Where the registers sit:
Other sequential cells in the stronger gray, the rest of the logic in the fainter gray.
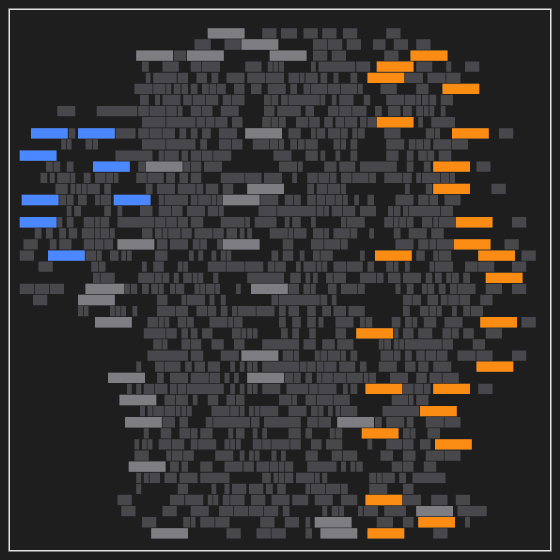
The clock network:
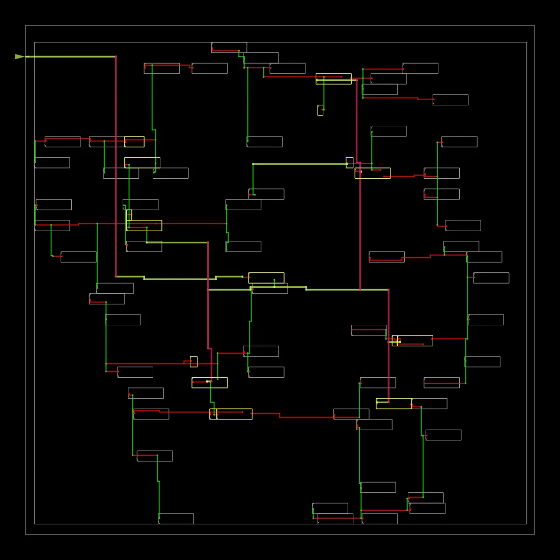
[config.mk]
export PLATFORM = sky130hd
export DESIGN_NAME = carrier_pll_loop
export DESIGN_NICKNAME = d
export VERILOG_FILES = /design/src/rtl/carrier_pll_loop.sv
export SDC_FILE = /design/constraint.sdc
export NUM_CORES = 1
export LEC_CHECK = 0
export CORE_MARGIN = 2
export CORE_UTILIZATION = 42
export DETAILED_ROUTE_END_ITERATION = 12
export GPL_TIMING_DRIVEN = 0
export PLACE_DENSITY = 0.68
export REMOVE_ABC_BUFFERS = 1
export SYNTH_ARGS = -nofsm -noshare
export SYNTH_HDL_FRONTEND = slang
export SYNTH_SLANG_ARGS = --single-unit
export TNS_END_PERCENT = 50
[constraint.sdc]
create_clock -name clk -period 8.9 [get_ports clk]
set_input_delay 0.89 -clock clk [delete_from_list [all_inputs] [get_ports clk]]
set_output_delay 0.89 -clock clk [all_outputs]
set_load 0.05 [all_outputs]
[src/rtl/carrier_pll_loop.sv]
`default_nettype none
// ============================================================================
//  Module      : carrier_pll_loop
//  Description : Carrier-phase tracking loop for the QAM-16 receiver.
//                One phase-error sample per symbol passes through a
//                power-of-two PI loop filter with a saturating integrator.
//                An NCO phase accumulator integrates the filter output and
//                produces the de-rotation phase for the rotation CORDIC.
//                Two gain sets are used: acquisition (ACQ) and tracking
//                (TRACK). A lock detector with hysteresis switches between
//                them. A hold input freezes adaptation while the NCO keeps
//                running at the held frequency.
//
//  Ports       : clk       in   rising-edge clock
//                rst       in   asynchronous reset, active-high
//                in_valid  in   one-cycle strobe qualifying phi_err
//                phi_err   in   signed phase error, full scale = +/-pi
//                hold      in   freeze integrator and lock counter
//                phi_out   out  NCO phase (top WIDTH bits of accumulator)
//                freq_out  out  integrator value (frequency estimate)
//                out_valid out  one-cycle strobe, outputs just updated
//                locked    out  1 while in TRACK
//                mode      out  0 = ACQ, 1 = TRACK
//
//  Revision    : 1.0  initial release
// ============================================================================
module carrier_pll_loop #(
    parameter int WIDTH        = 16,
    parameter int ACC_WIDTH    = 24,
    parameter int KP_SHIFT_ACQ = 4,
    parameter int KI_SHIFT_ACQ = 8,
    parameter int KP_SHIFT_TRK = 6,
    parameter int KI_SHIFT_TRK = 11,
    parameter int LOCK_THRESH  = 1024,
    parameter int LOCK_COUNT   = 64,
    parameter int UNLOCK_COUNT = 16,
    parameter int CNT_WIDTH    = 8
) (
    input  logic                 clk,
    input  logic                 rst,
    input  logic                 in_valid,
    input  logic [WIDTH-1:0]     phi_err,
    input  logic                 hold,
    output logic [WIDTH-1:0]     phi_out,
    output logic [ACC_WIDTH-1:0] freq_out,
    output logic                 out_valid,
    output logic                 locked,
    output logic                 mode
);

    // Number of fractional bits below the WIDTH-bit phase LSB.
    // ACC_WIDTH must be at least WIDTH.
    localparam int FRAC = ACC_WIDTH - WIDTH;

    localparam logic signed [ACC_WIDTH-1:0] c_ACC_MAX = {1'b0, {(ACC_WIDTH-1){1'b1}}};
    localparam logic signed [ACC_WIDTH-1:0] c_ACC_MIN = {1'b1, {(ACC_WIDTH-1){1'b0}}};
    localparam logic [WIDTH:0]              c_LOCK_THRESH = (WIDTH+1)'(LOCK_THRESH);
    localparam logic [CNT_WIDTH-1:0]        c_LOCK_CNT    = CNT_WIDTH'(LOCK_COUNT);
    localparam logic [CNT_WIDTH-1:0]        c_UNLOCK_CNT  = CNT_WIDTH'(UNLOCK_COUNT);

    typedef enum logic [0:0] {
        ST_ACQ   = 1'b0,
        ST_TRACK = 1'b1
    } state_t;

    // ------------------------------------------------------------------------
    // State
    // ------------------------------------------------------------------------
    state_t                      state_q, state_d;
    logic signed [ACC_WIDTH-1:0] integ_q, integ_d;
    logic signed [ACC_WIDTH-1:0] phi_acc_q, phi_acc_d;
    logic [CNT_WIDTH-1:0]        cnt_q, cnt_d;
    logic                        out_valid_q;

    // ------------------------------------------------------------------------
    // Datapath wires
    // ------------------------------------------------------------------------
    logic signed [WIDTH-1:0]     w_err_s;
    logic signed [ACC_WIDTH-1:0] w_e_ext;
    logic signed [ACC_WIDTH-1:0] w_ki_term;
    logic signed [ACC_WIDTH-1:0] w_prop;
    logic signed [ACC_WIDTH-1:0] w_integ_new;
    logic signed [ACC_WIDTH-1:0] w_ctrl;
    logic [WIDTH:0]              w_err_x;
    logic [WIDTH:0]              w_abs;
    logic                        w_in_lock;
    logic [CNT_WIDTH-1:0]        w_cnt_inc;
    logic                        w_track;

    // Signed add clamped to the ACC_WIDTH range. One guard bit is enough
    // to detect overflow of a two-operand sum.
    function automatic logic signed [ACC_WIDTH-1:0] sat_add(
        input logic signed [ACC_WIDTH-1:0] a,
        input logic signed [ACC_WIDTH-1:0] b
    );
        logic [ACC_WIDTH:0] s;
        s = {a[ACC_WIDTH-1], a} + {b[ACC_WIDTH-1], b};
        if (s[ACC_WIDTH] != s[ACC_WIDTH-1]) begin
            sat_add = s[ACC_WIDTH] ? c_ACC_MIN : c_ACC_MAX;
        end else begin
            sat_add = s[ACC_WIDTH-1:0];
        end
    endfunction

    assign w_err_s = phi_err;
    assign w_track = (state_q == ST_TRACK);

    // Place the WIDTH-bit error at the top of the accumulator word. The
    // result fills ACC_WIDTH bits exactly, so the sign bit lands in the MSB
    // and no separate sign extension is needed.
    generate
        if (FRAC > 0) begin : g_frac
            assign w_e_ext = {w_err_s, {FRAC{1'b0}}};
        end else begin : g_nofrac
            assign w_e_ext = w_err_s;
        end
    endgenerate

    // Gains come from the state held before this sample's transition.
    assign w_ki_term = w_track ? (w_e_ext >>> KI_SHIFT_TRK) : (w_e_ext >>> KI_SHIFT_ACQ);
    assign w_prop    = w_track ? (w_e_ext >>> KP_SHIFT_TRK) : (w_e_ext >>> KP_SHIFT_ACQ);

    assign w_integ_new = sat_add(integ_q, w_ki_term);
    assign w_ctrl      = sat_add(w_integ_new, w_prop);

    // |phi_err| in WIDTH+1 bits so the most negative input maps to
    // 2^(WIDTH-1) instead of wrapping back to itself.
    assign w_err_x   = {phi_err[WIDTH-1], phi_err};
    assign w_abs     = phi_err[WIDTH-1] ? (~w_err_x + (WIDTH+1)'(1)) : w_err_x;
    assign w_in_lock = (w_abs < c_LOCK_THRESH);

    assign w_cnt_inc = cnt_q + CNT_WIDTH'(1);

    // ------------------------------------------------------------------------
    // Next-state logic
    // ------------------------------------------------------------------------
    always_comb begin
        state_d   = state_q;
        integ_d   = integ_q;
        phi_acc_d = phi_acc_q;
        cnt_d     = cnt_q;

        if (in_valid) begin
            if (hold) begin
                // Adaptation frozen: NCO free-runs at the held frequency.
                phi_acc_d = phi_acc_q + integ_q;
            end else begin
                integ_d   = w_integ_new;
                // Phase wraps modulo 2^ACC_WIDTH by design.
                phi_acc_d = phi_acc_q + w_ctrl;

                case (state_q)
                    ST_ACQ: begin
                        if (w_in_lock) begin
                            if (w_cnt_inc == c_LOCK_CNT) begin
                                state_d = ST_TRACK;
                                cnt_d   = '0;
                            end else begin
                                cnt_d = w_cnt_inc;
                            end
                        end else begin
                            cnt_d = '0;
                        end
                    end
                    ST_TRACK: begin
                        if (!w_in_lock) begin
                            if (w_cnt_inc == c_UNLOCK_CNT) begin
                                state_d = ST_ACQ;
                                cnt_d   = '0;
                            end else begin
                                cnt_d = w_cnt_inc;
                            end
                        end else begin
                            cnt_d = '0;
                        end
                    end
                    default: begin
                        state_d = ST_ACQ;
                        cnt_d   = '0;
                    end
                endcase
            end
        end
    end

    // ------------------------------------------------------------------------
    // Registers
    // ------------------------------------------------------------------------
    always_ff @(posedge clk or posedge rst) begin
        if (rst) begin
            state_q     <= ST_ACQ;
            integ_q     <= '0;
            phi_acc_q   <= '0;
            cnt_q       <= '0;
            out_valid_q <= 1'b0;
        end else begin
            state_q     <= state_d;
            integ_q     <= integ_d;
            phi_acc_q   <= phi_acc_d;
            cnt_q       <= cnt_d;
            out_valid_q <= in_valid;
        end
    end

    // ------------------------------------------------------------------------
    // Outputs
    // ------------------------------------------------------------------------
    assign phi_out   = phi_acc_q[ACC_WIDTH-1 -: WIDTH];
    assign freq_out  = integ_q;
    assign out_valid = out_valid_q;
    assign mode      = w_track;
    assign locked    = w_track;

endmodule
`default_nettype wire

==> results_dict.tcl <==
# implementation run metrics
set metrics [dict create \
    grt_busiest_layer "met2" \
    clockNetworkAreaShare_pct 3.234 \
    hold_path_class "reg -> reg" \
    ys_sh_adder_pct 17.40 \
    drt_iter0_drc 541 \
    avgSynthCellArea_um2 8.027 \
    grtUsageMet3_pct 3.153 \
    worstPathMaxFanout 6 \
    num_vias 6280 \
    yosysTopAreaCell "dfrtp_1" \
    topCellsByArea "dfrtp_1, ha_1, nand2_1, a21o_1, xnor2_1" \
    die_h_um 132.2 \
    tool_warnings 25 \
    cts_made_buffers 9 \
    n_all_inverters 32 \
    first_pass_iters 5 \
    status "finished, final reports clean" \
    max_slew_margin_pct 32.97 \
    hold_depth 1 \
    placed_area_um2 7561 \
    die_x_um 132.2 \
    dominant-cell-class "multi-input combinational cells" \
    area_growth_pct 18.83 \
]
About 'where the registers sit':
- orange: phi_acc_q (flops 24)
- blue: cnt_q (flops 8)
final core occ: 51.27%
FF+latch area: 1453 um^2
flop share of the area: 17.71%

About 'the clock network':
CTS sink count: 58

placed cells by master, fill, tap and decap left out, types with 8 or more instances in the layout:
| cell type | netlist | final |
|---|---|---|
| nand2_1 | 143 | 143 |
| a21oi_1 | 68 | 66 |
| ha_1 | 70 | 66 |
| clkdlybuf4s50_1 | 0 | 58 |
| dfrtp_1 | 58 | 57 |
| a21o_1 | 49 | 49 |
| xnor2_1 | 42 | 42 |
| o21ai_0 | 33 | 32 |
| nor2_1 | 32 | 31 |
| inv_1 | 32 | 31 |
| nand2b_1 | 27 | 26 |
| mux2_2 | 25 | 25 |
| o21ai_1 | 27 | 25 |
| xor2_1 | 21 | 21 |
| maj3_2 | 20 | 20 |
| nand3_1 | 19 | 19 |
| nor3_1 | 13 | 13 |
| buf_4 | 19 | 13 |
| o21a_1 | 12 | 12 |
| clkbuf_16 | 0 | 9 |
| nor2b_1 | 9 | 8 |
worst max-delay path by stage:
stage	slack, ns	from	end
finish	0.30	phi_err[11]	phi_acc_q[22]
global route	-0.04	phi_err[3]	phi_acc_q[22]
CTS	0.06	phi_err[4]	phi_acc_q[22]
detailed placement	-1.62	phi_err[3]	phi_acc_q[22]
global placement	-1.78	phi_err[3]	phi_acc_q[22]
floorplan	-0.07	locked	phi_acc_q[22]
state kept, by name (all words and copies together), names as in the netlist:
| signal | flops |
|---|---|
| freq_out | 24 |
| phi_acc_q | 24 |
| cnt_q | 8 |
| locked | 1 |
| out_valid | 1 |
